Met3 routing:
Drawn at 3 px/um.
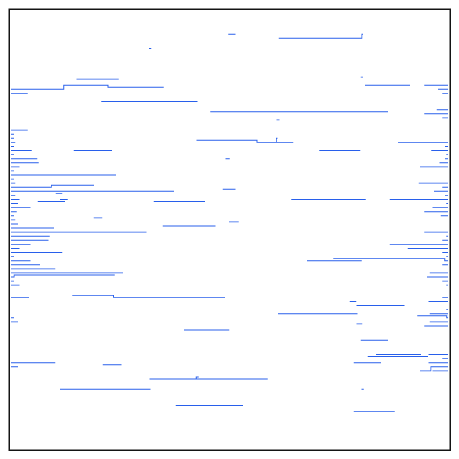
Placed cells, one color a class:
Drawn at 2 px/um. Fill, decap, tap and diode cells in gray.
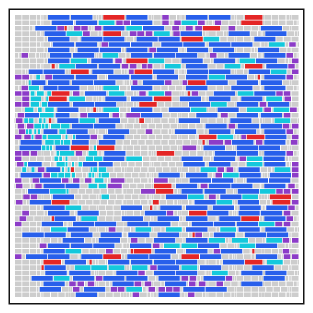
Selected gate families:
Drawn at 2 px/um.
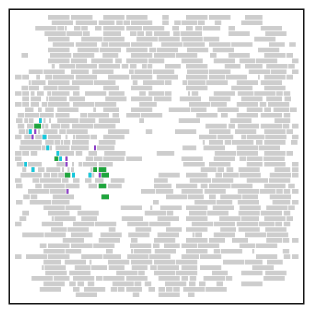
Drive-strength map:
Drawn at 2 px/um.
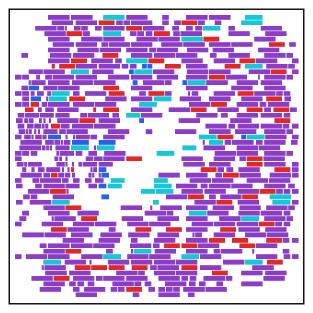
==> src/rtl/idma_desc64_req_queue.sv <==
// idma_desc64_req_queue
//
// Decoupling and flow-control stage between the 64-bit descriptor frontend
// and the iDMA backend. Transfer requests from the frontend are buffered in
// a FIFO and dispatched to the backend only while fewer than MaxOutstanding
// transfers are awaiting a response. Backend responses return to the
// frontend through a one-entry register. A sticky error flag and an
// aggregate busy flag are derived from the traffic.
//
// Optional feature (compile-time macro IDMA_DESC64_REQ_QUEUE_HALT_ON_ERROR_EN):
//   when defined, a response carrying an error halts dispatch until clear_i.
//   When undefined, the block always stays in RUN and errors only set error_o.
//
// Ports:
//   clk_i, rst_i                        clock, synchronous active-high reset
//   req_i, req_valid_i, req_ready_o     request from frontend
//   req_o, req_valid_o, req_ready_i     request to backend
//   rsp_i, rsp_valid_i, rsp_ready_o     response from backend
//   rsp_o, rsp_valid_o, rsp_ready_i     response to frontend
//   clear_i                             single-cycle pulse, clears error/halt
//   busy_o                              work pending in the block or backend
//   fill_o                              request FIFO occupancy
//   outstanding_o                       dispatched-but-unanswered transfers
//   error_o                             sticky error flag

// Default request/response types; integrators override with their own
// structs, which must contain a `length` (request) and `error` (response).
typedef struct packed {
  logic [31:0] length;
  logic [31:0] src_addr;
} idma_desc64_req_queue_req_t;

typedef struct packed {
  logic [1:0] cause;
  logic       error;
} idma_desc64_req_queue_rsp_t;

module idma_desc64_req_queue #(
  parameter type idma_req_t     = idma_desc64_req_queue_req_t,
  parameter type idma_rsp_t     = idma_desc64_req_queue_rsp_t,
  parameter int  Depth          = 4,
  parameter int  MaxOutstanding = 8,
  localparam int FillW          = $clog2(Depth + 1),
  localparam int OutW           = $clog2(MaxOutstanding + 1)
) (
  input  logic             clk_i,
  input  logic             rst_i,
  input  idma_req_t        req_i,
  input  logic             req_valid_i,
  output logic             req_ready_o,
  output idma_req_t        req_o,
  output logic             req_valid_o,
  input  logic             req_ready_i,
  input  idma_rsp_t        rsp_i,
  input  logic             rsp_valid_i,
  output logic             rsp_ready_o,
  output idma_rsp_t        rsp_o,
  output logic             rsp_valid_o,
  input  logic             rsp_ready_i,
  input  logic             clear_i,
  output logic             busy_o,
  output logic [FillW-1:0] fill_o,
  output logic [OutW-1:0]  outstanding_o,
  output logic             error_o
);

  localparam int PtrW = $clog2(Depth);
  localparam logic [PtrW-1:0]  PtrLast = PtrW'(Depth - 1);
  localparam logic [FillW-1:0] FillMax = FillW'(Depth);
  localparam logic [OutW-1:0]  OutMax  = OutW'(MaxOutstanding);

  localparam logic [0:0] StRun  = 1'b0;
  localparam logic [0:0] StHalt = 1'b1;

  idma_req_t        mem [Depth];
  logic [PtrW-1:0]  wr_ptr, rd_ptr;
  logic [FillW-1:0] fill;
  logic [OutW-1:0]  outstanding;
  logic [0:0]       state, state_d;
  logic             error_q;
  idma_rsp_t        rsp_p1;
  logic             vld_p1;

  logic full, empty, push, pop, rsp_hs, underflow;

  assign full  = (fill == FillMax);
  assign empty = (fill == '0);

  // Ready depends on FIFO state only, so a full FIFO never accepts even if
  // the backend pops in the same cycle.
  assign req_ready_o = !full;
  assign push        = req_valid_i && !full;

  assign req_o       = mem[rd_ptr];
  assign req_valid_o = !empty && (outstanding < OutMax) && (state == StRun);
  assign pop         = req_valid_o && req_ready_i;

  // The response register drains and refills in the same cycle.
  assign rsp_ready_o = !vld_p1 || rsp_ready_i;
  assign rsp_hs      = rsp_valid_i && rsp_ready_o;
  assign underflow   = rsp_hs && (outstanding == '0);

  assign rsp_o         = rsp_p1;
  assign rsp_valid_o   = vld_p1;
  assign fill_o        = fill;
  assign outstanding_o = outstanding;
  assign error_o       = error_q;
  assign busy_o        = !empty || (outstanding != '0) || vld_p1;

`ifdef IDMA_DESC64_REQ_QUEUE_HALT_ON_ERROR_EN
  // An error response wins over a simultaneous clear, so HALT is retained.
  always_comb begin
    state_d = state;
    if (rsp_hs && rsp_i.error) begin
      state_d = StHalt;
    end else if (clear_i) begin
      state_d = StRun;
    end
  end
`else
  always_comb begin
    state_d = StRun;
  end
`endif

  // Request FIFO storage: data only, no reset.
  always_ff @(posedge clk_i) begin
    if (push) begin
      mem[wr_ptr] <= req_i;
    end
  end

  // Request FIFO control and dispatch accounting.
  always_ff @(posedge clk_i) begin
    if (rst_i) begin
      wr_ptr      <= '0;
      rd_ptr      <= '0;
      fill        <= '0;
      outstanding <= '0;
      state       <= StRun;
      error_q     <= 1'b0;
    end else begin
      if (push) begin
        wr_ptr <= (wr_ptr == PtrLast) ? '0 : wr_ptr + 1'b1;
      end
      if (pop) begin
        rd_ptr <= (rd_ptr == PtrLast) ? '0 : rd_ptr + 1'b1;
      end
      case ({push, pop})
        2'b10:   fill <= fill + 1'b1;
        2'b01:   fill <= fill - 1'b1;
        default: fill <= fill;
      endcase
      // A response with nothing in flight is forwarded but leaves the
      // counter at zero; the dispatch cap prevents overflow.
      if (pop && !rsp_hs) begin
        outstanding <= outstanding + 1'b1;
      end else if (!pop && rsp_hs && (outstanding != '0)) begin
        outstanding <= outstanding - 1'b1;
      end
      state <= state_d;
      if (rsp_hs && (rsp_i.error || underflow)) begin
        error_q <= 1'b1;
      end else if (clear_i) begin
        error_q <= 1'b0;
      end
    end
  end

  // Response stage boundary: backend response -> frontend register.
  always_ff @(posedge clk_i) begin
    if (rsp_hs) begin
      rsp_p1 <= rsp_i;
    end
  end

  always_ff @(posedge clk_i) begin
    if (rst_i) begin
      vld_p1 <= 1'b0;
    end else if (rsp_hs) begin
      vld_p1 <= 1'b1;
    end else if (rsp_ready_i) begin
      vld_p1 <= 1'b0;
    end
  end

endmodule

==> config.mk <==
export PLATFORM = sky130hd
export DESIGN_NAME = idma_desc64_req_queue
export DESIGN_NICKNAME = d
export VERILOG_FILES = /design/src/rtl/idma_desc64_req_queue.sv
export SDC_FILE = /design/constraint.sdc
export NUM_CORES = 1
export LEC_CHECK = 0
export CORE_MARGIN = 2
export CORE_UTILIZATION = 50
export CTS_BUF_LIST = sky130_fd_sc_hd__clkbuf_16
export DETAILED_ROUTE_END_ITERATION = 10
export PLACE_DENSITY = 0.75
export SLEW_MARGIN = 20
export SYNTH_ARGS = -nofsm -noshare
export SYNTH_HDL_FRONTEND = slang
export SYNTH_SLANG_ARGS = --single-unit
export TNS_END_PERCENT = 30
==> constraint.sdc <==
create_clock -name clk_i -period 3.1 [get_ports clk_i]
set_input_delay 0.31 -clock clk_i [delete_from_list [all_inputs] [get_ports clk_i]]
set_output_delay 0.31 -clock clk_i [all_outputs]
set_load 0.02 [all_outputs]
==> impl_metrics.toml <==
# implementation run metrics
[status]
outcome = "finished clean"

[layout]
final_nets = 691
nClkBuffers = 27
largest_class = "registers"
buf_share_pct = 13.1

[synthesis]
synth.cellmix.simpleShare_pct = 2.27
ys_cells = 428
area_leaders = "edfxtp_1, mux4_2, dfxtp_1, ha_1, fa_1"
synth_top_cell_by_area = "edfxtp_1"

[clock_tree]
cts_hold_buf = 0
cts_tree = "built"

[power]
ir_worst_vdd_uv = 776

[placement]
place_worst_setup_slack_ns = 0.520
numPortBuffers = 153

[final_timing]
timing.final.max_slew_violations = 0

[setup_path]
worstPathMaxFanout = 14
rrSetupSlack_ns = 0.68
reg2reg_to = "outstanding_o[3]"

[worst_hold_path]
hold_depth = 1
hold_class = "in -> reg"
worst_hold_path.endpoint = "rsp_o[1]"

[floorplanning]
core_region_area_sq_um = 20100
fp.dieW_um = 146
chipArea_sq_um = 21500

[route]
postRouteAntennaNets = 0
drc = 0

[global_routing]
grt-busiest-layer = "met2"
Notes on 'met3 routing' above:
longest straight run: 58.9 um
wire length on this layer: 1330 um
main direction: horizontal
nets with wire on the layer: 111
share of all routed wire: 7.1%
Vias: 4859
M3 GR Usage: 4.38%

Notes on 'placed cells, one color a class' above:
[blue] flops | cells: 274 | share of their area: 64%
[purple] other buffers and delay cells | cells: 166 | share of their area: 13%
[cyan] combinational and other logic | cells: 138 | share of their area: 16%
[red] clock drivers and dummy loads | cells: 49 | share of their area: 7.1%

Notes on 'selected gate families' above:
[green] AND and OR gates | cells: 8
[cyan] inverting AOI/OAI gates | cells: 10 | where: middle left
[purple] inverters | cells: 7 | where: middle left
Comb area share: 15.3%
Non-Filler Instances: 897
most numerous logic cell after layout: edfxtp_1

Notes on 'drive-strength map' above:
[blue] _3 and _4 cells | cells: 16
[purple] _0 and _1 cells | cells: 500
[red] _2 cells | cells: 71
[cyan] _6 and larger | cells: 40

==> flip-flops by register name, summed over array words and instances (netlist names), named ones only <==
| name | flops |
|---|---|
| mem | 256 |
| wr_ptr | 2 |
| error_o | 1 |
| outstanding_o | 4 |
| fill_o | 3 |
| rsp_o | 3 |
| rd_ptr | 2 |
| rsp_valid_o | 1 |
==> worst max-delay path: cells and delay by family, from the launching register on <==
kind                   cells  cell delay, ns
multiplexers               1            0.54
flip-flops                 1            0.54
buffers and inverters      2            0.87
==> report_power, final <==
part / switching, mW / total, mW / internal, mW
Combinational: 1.45 / 3.03 / 1.57
Sequential: 0.197 / 4.63 / 4.43
Clock: 1.28 / 3.27 / 1.99
